**src/rtl/blob_compositor_if.sv**
```systemverilog
`default_nettype none
// ============================================================================
// blob_compositor_if : raw timing/pixel inputs and VGA pin outputs
// Rev 1.0
// ============================================================================
interface blob_compositor_if #(
    parameter int FRAME_W = 16
);
    logic                hsync_in;
    logic                vsync_in;
    logic                blank_in;
    logic [23:0]         fg_pixel;
    logic [23:0]         bg_pixel;
    logic                fg_en_req;
    logic                key_en_req;
    logic [23:0]         key_color_req;
    logic [7:0]          vga_r;
    logic [7:0]          vga_g;
    logic [7:0]          vga_b;
    logic                vga_hsync;
    logic                vga_vsync;
    logic                vga_blank;
    logic [FRAME_W-1:0]  frame_count;

    modport master (
        output hsync_in, vsync_in, blank_in, fg_pixel, bg_pixel,
               fg_en_req, key_en_req, key_color_req,
        input  vga_r, vga_g, vga_b, vga_hsync, vga_vsync, vga_blank, frame_count
    );

    modport slave (
        input  hsync_in, vsync_in, blank_in, fg_pixel, bg_pixel,
               fg_en_req, key_en_req, key_color_req,
        output vga_r, vga_g, vga_b, vga_hsync, vga_vsync, vga_blank, frame_count
    );
endinterface
`default_nettype wire

```
**src/rtl/blob_compositor.sv**
```systemverilog
`default_nettype none
// ============================================================================
// blob_compositor : delays VGA timing to pixel latency, composites blob over
// background with colour-key transparency; controls shadowed per frame.
// Rev 1.0
// ============================================================================
module blob_compositor #(
    parameter int PIX_LAT = 3,
    parameter int FRAME_W = 16
) (
    input wire              pixel_clk,
    input wire              rst_n,
    blob_compositor_if.slave bus
);

    // {hsync, vsync, blank}; stage PIX_LAT-1 lines up with fg/bg pixels
    logic [PIX_LAT-1:0][2:0] dly_q, dly_d;

    logic               vs_prev_q, vs_prev_d;
    logic               fg_en_q, fg_en_d;
    logic               key_en_q, key_en_d;
    logic [23:0]        key_color_q, key_color_d;
    logic [FRAME_W-1:0] frame_count_q, frame_count_d;

    logic [23:0]        rgb_q, rgb_d;
    logic               hs_q, hs_d;
    logic               vs_q, vs_d;
    logic               bl_q, bl_d;

    logic               hs_al, vs_al, bl_al;
    logic               frame_edge;
    logic               fg_visible;

    assign hs_al = dly_q[PIX_LAT-1][2];
    assign vs_al = dly_q[PIX_LAT-1][1];
    assign bl_al = dly_q[PIX_LAT-1][0];

    // Frame boundary is the raw vsync falling edge, not the delayed one
    assign frame_edge = vs_prev_q & ~bus.vsync_in;

    assign fg_visible = fg_en_q && (bus.fg_pixel != 24'd0) &&
                        !(key_en_q && (bus.fg_pixel == key_color_q));

    always_comb begin
        dly_d[0] = {bus.hsync_in, bus.vsync_in, bus.blank_in};
        for (int i = 1; i < PIX_LAT; i++) begin
            dly_d[i] = dly_q[i-1];
        end

        vs_prev_d     = bus.vsync_in;
        fg_en_d       = fg_en_q;
        key_en_d      = key_en_q;
        key_color_d   = key_color_q;
        frame_count_d = frame_count_q;
        if (frame_edge) begin
            fg_en_d       = bus.fg_en_req;
            key_en_d      = bus.key_en_req;
            key_color_d   = bus.key_color_req;
            frame_count_d = frame_count_q + FRAME_W'(1);
        end

        hs_d = hs_al;
        vs_d = vs_al;
        bl_d = bl_al;
        if (bl_al) begin
            rgb_d = 24'd0;
        end else if (fg_visible) begin
            rgb_d = bus.fg_pixel;
        end else begin
            rgb_d = bus.bg_pixel;
        end
    end

    always_ff @(posedge pixel_clk or negedge rst_n) begin
        if (!rst_n) begin
            dly_q         <= '1;
            vs_prev_q     <= 1'b1;
            fg_en_q       <= 1'b0;
            key_en_q      <= 1'b0;
            key_color_q   <= 24'd0;
            frame_count_q <= '0;
            rgb_q         <= 24'd0;
            hs_q          <= 1'b1;
            vs_q          <= 1'b1;
            bl_q          <= 1'b1;
        end else begin
            dly_q         <= dly_d;
            vs_prev_q     <= vs_prev_d;
            fg_en_q       <= fg_en_d;
            key_en_q      <= key_en_d;
            key_color_q   <= key_color_d;
            frame_count_q <= frame_count_d;
            rgb_q         <= rgb_d;
            hs_q          <= hs_d;
            vs_q          <= vs_d;
            bl_q          <= bl_d;
        end
    end

    assign bus.vga_r       = rgb_q[23:16];
    assign bus.vga_g       = rgb_q[15:8];
    assign bus.vga_b       = rgb_q[7:0];
    assign bus.vga_hsync   = hs_q;
    assign bus.vga_vsync   = vs_q;
    assign bus.vga_blank   = bl_q;
    assign bus.frame_count = frame_count_q;

endmodule
`default_nettype wire

```
**src/flat_wrapper.sv**
```systemverilog
// flat-port wrapper written by rule: the top's interface ports become plain ports
module blob_compositor_flat 
#(
    parameter int PIX_LAT = 3,
    parameter int FRAME_W = 16
)
  (pixel_clk, rst_n, bus_hsync_in, bus_vsync_in, bus_blank_in, bus_fg_pixel, bus_bg_pixel, bus_fg_en_req, bus_key_en_req, bus_key_color_req, bus_vga_r, bus_vga_g, bus_vga_b, bus_vga_hsync, bus_vga_vsync, bus_vga_blank, bus_frame_count);
  blob_compositor_if #(.FRAME_W(FRAME_W)) bus_i ();
  input wire pixel_clk;
  input wire rst_n;
  input wire logic [$bits(bus_i.hsync_in)-1:0] bus_hsync_in;
  input wire logic [$bits(bus_i.vsync_in)-1:0] bus_vsync_in;
  input wire logic [$bits(bus_i.blank_in)-1:0] bus_blank_in;
  input wire logic [$bits(bus_i.fg_pixel)-1:0] bus_fg_pixel;
  input wire logic [$bits(bus_i.bg_pixel)-1:0] bus_bg_pixel;
  input wire logic [$bits(bus_i.fg_en_req)-1:0] bus_fg_en_req;
  input wire logic [$bits(bus_i.key_en_req)-1:0] bus_key_en_req;
  input wire logic [$bits(bus_i.key_color_req)-1:0] bus_key_color_req;
  output wire logic [$bits(bus_i.vga_r)-1:0] bus_vga_r;
  output wire logic [$bits(bus_i.vga_g)-1:0] bus_vga_g;
  output wire logic [$bits(bus_i.vga_b)-1:0] bus_vga_b;
  output wire logic [$bits(bus_i.vga_hsync)-1:0] bus_vga_hsync;
  output wire logic [$bits(bus_i.vga_vsync)-1:0] bus_vga_vsync;
  output wire logic [$bits(bus_i.vga_blank)-1:0] bus_vga_blank;
  output wire logic [$bits(bus_i.frame_count)-1:0] bus_frame_count;
  assign bus_i.hsync_in = bus_hsync_in;
  assign bus_i.vsync_in = bus_vsync_in;
  assign bus_i.blank_in = bus_blank_in;
  assign bus_i.fg_pixel = bus_fg_pixel;
  assign bus_i.bg_pixel = bus_bg_pixel;
  assign bus_i.fg_en_req = bus_fg_en_req;
  assign bus_i.key_en_req = bus_key_en_req;
  assign bus_i.key_color_req = bus_key_color_req;
  assign bus_vga_r = bus_i.vga_r;
  assign bus_vga_g = bus_i.vga_g;
  assign bus_vga_b = bus_i.vga_b;
  assign bus_vga_hsync = bus_i.vga_hsync;
  assign bus_vga_vsync = bus_i.vga_vsync;
  assign bus_vga_blank = bus_i.vga_blank;
  assign bus_frame_count = bus_i.frame_count;
  blob_compositor #(.PIX_LAT(PIX_LAT), .FRAME_W(FRAME_W)) u_core (.pixel_clk(pixel_clk), .rst_n(rst_n), .bus(bus_i));
endmodule
```
**config.mk**
```make
export PLATFORM = sky130hd
export DESIGN_NAME = blob_compositor_flat
export DESIGN_NICKNAME = d
export VERILOG_FILES = /design/src/rtl/blob_compositor_if.sv /design/src/rtl/blob_compositor.sv /design/src/flat_wrapper.sv
export SDC_FILE = /design/constraint.sdc
export NUM_CORES = 1
export LEC_CHECK = 0
export CAP_MARGIN = 15
export CORE_MARGIN = 2
export CORE_UTILIZATION = 43
export DETAILED_ROUTE_END_ITERATION = 16
export PLACE_DENSITY = 0.77
export SLEW_MARGIN = 20
export SYNTH_ARGS = -nofsm -noshare
export SYNTH_HDL_FRONTEND = slang
export SYNTH_SLANG_ARGS = --single-unit
export TNS_END_PERCENT = 1
```
**constraint.sdc**
```tcl
create_clock -name pixel_clk -period 2.2 [get_ports pixel_clk]
set_clock_uncertainty 0.1 [all_clocks]
set_input_delay 0.33 -clock pixel_clk [delete_from_list [all_inputs] [get_ports pixel_clk]]
set_output_delay 0.33 -clock pixel_clk [all_outputs]
set_load 0.02 [all_outputs]
```
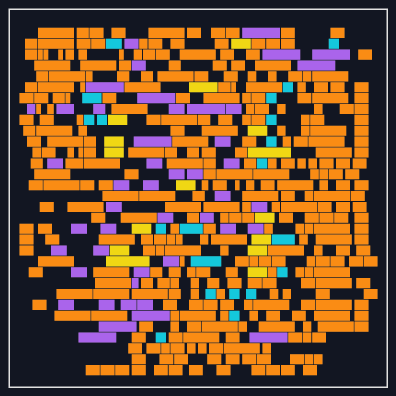
sizes.png
(4 px per um)
| size | color | cells | share | most used |
|---|---|---|---|---|
| _3 and _4 cells | cyan | 20 | 4.8% | buf_4 |
| _0 and _1 cells | orange | 334 | 80% | clkdlybuf4s50_1 |
| _2 cells | purple | 46 | 11% | mux2_2 |
| _6 and larger | yellow | 15 | 3.6% | clkbuf_8 |

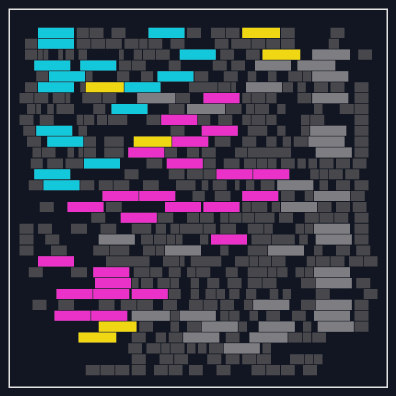
flops_by_reg.png
(4 px per um)
| signal | color | placed flops |
|---|---|---|
| u_core.key_color_q | magenta | 24 |
| u_core.bus.frame_count | cyan | 16 |
| u_core.dly_d | yellow | 6 |
not colored: 32

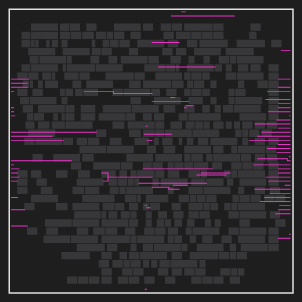
layer_met3.png
(3 px per um) Cells faint in the background.
main direction: horizontal
longest straight run: 28.3 um
nets with wire on the layer: 67

==> qor.yml <==
status: "completed"
leakagePower_uw: 0.00214
finalClockPeriodUsage_pct: 91.1
fin_nets: 490
use_met2_pct: 29.6
cts_made_buffers: 9
syn_area_mm2: 0.00349
fin_crit_ns: 2.00
rrSetupSlack_ns: 0.34
io_pins: 122
async_flop_share_pct: 100
comb-cell-share_pct: 29.2
nNonClkBuffers: 137
synth_top_area_share_pct: 47.3
ys_ff: 78
end_kind: "flop"
logic_area_mm2: 0.00152
syn_avg_cell_area_um2: 12.8
hold_end: "u_core.dly_q[8]"
ff_type: "dfrtp_1"
relSlewSlack_pct: 62.6
inverters: 0
finalInstanceArea_mm2: 0.00519
start_kind: "input port"
setup_viol_count_final: 0
clock_latency_ns: 0.34
coreArea_mm2: 0.00781
post_cts_resized: 0
seq_area_share_pct: 37.9
ys_chip_area_mm2: 0.00349
r2r-start: "u_core.key_color_q[21]"
grt_pass1_vias: 2569
worstPathRequired_ns: 2.30
gr-usage-met1_pct: 24.9
wl_met3_um: 535
yosys_cells: 272
crit_family: "simple AND/OR/NAND/NOR gates"
ant_nets: 0
nClkBuffers: 13
num_rows: 32
io_buffers: 121
mux_share_pct: 15.6
avgRoutedWirePerCell_um: 15.7
slew_violations: 0
worst_pin_slew_ns: 0.560
drc_errors: 0
tool_warnings: 26
cts_tree: "built"
tns_ns: 0
xor_share_pct: 9.78
ys_sh_simple_pct: 15.9
chipArea_mm2: 0.00886
die_h_um: 94.1
crit_start: "bus_fg_pixel[14]"
grt_pass1_wl_um: 12700
min_delay_path_depth: 0
min_path_type: "reg -> reg"
vias_per_cell: 4.78
r2r.worst_path.cells: 5
clk_pin_slew_worst_paths_ns: 0.07
synthCells: 272
powerDensity_mw_per_mm2: 760
met3_usage_pct: 5.46
clk_share_pct: 4.51
hp-start: "u_core.dly_d[8]"
fillCellCount: 620
die-width_um: 94.1
ctsRootBufferMaster: "clkbuf_8"
hold_violations: 0
diodes: 0
crit_type: "in -> reg"
area_share_nonclk_buffers_pct: 25.9
track_usage_pct: 19.0
synthTopLogicFamily: "simple AND/OR/NAND/NOR gates"
slowest_delay_ns: 0.59
drt-initial-drc-count: 99
top_layer_used: "met4"
slowest_stage: "clkdlybuf4s50_1"
area_leaders: "dfrtp_1 (47%), dfstp_2 (9.0%), mux2_2 (8.7%)"
fa_ha_area_share_pct: 0.358
busiest_layer: "met2"
fp_util_pct: 44.7
tapCellCount: 102
grt_start_max_net_pins: 50
drv_cap: 0
drive_above_1_share_pct: 19.5
vias: 2469
overflow: 0
hold_slack_ns: 0.258
most_common_cell: "dfrtp_1"
through the flow:
step | util [%] | worst slack, ns | cells | total power [uW]
floorplan | - | 0.397 | 272 | 2250
global placement | 62.9 | -0.277 | 499 | 2710
detailed placement | 62.9 | -0.357 | 499 | 2730
CTS | 66.0 | 0.00693 | 516 | 3970
global route | 66.4 | 0.0620 | 517 | 4150
finish | 66.4 | 0.195 | 517 | 3940
state kept, by name (all words and copies together) (netlist names):
signal	cells
u_core.bus.frame_count	16
u_core.key_color_q	24
u_core.dly_q	2
u_core.bus.vga_vsync	1
u_core.dly_d	6
u_core.fg_en_q	1
u_core.rgb_q	24
u_core.bus.vga_hsync	1
u_core.key_en_q	1
u_core.bus.vga_blank	1
u_core.bl_al	1
power breakdown:
part | internal (uW) | switching, uW
sequential | 1620 | 156
combinational | 541 | 399
clock | 731 | 494
Power and IR drop assume default switching activity.
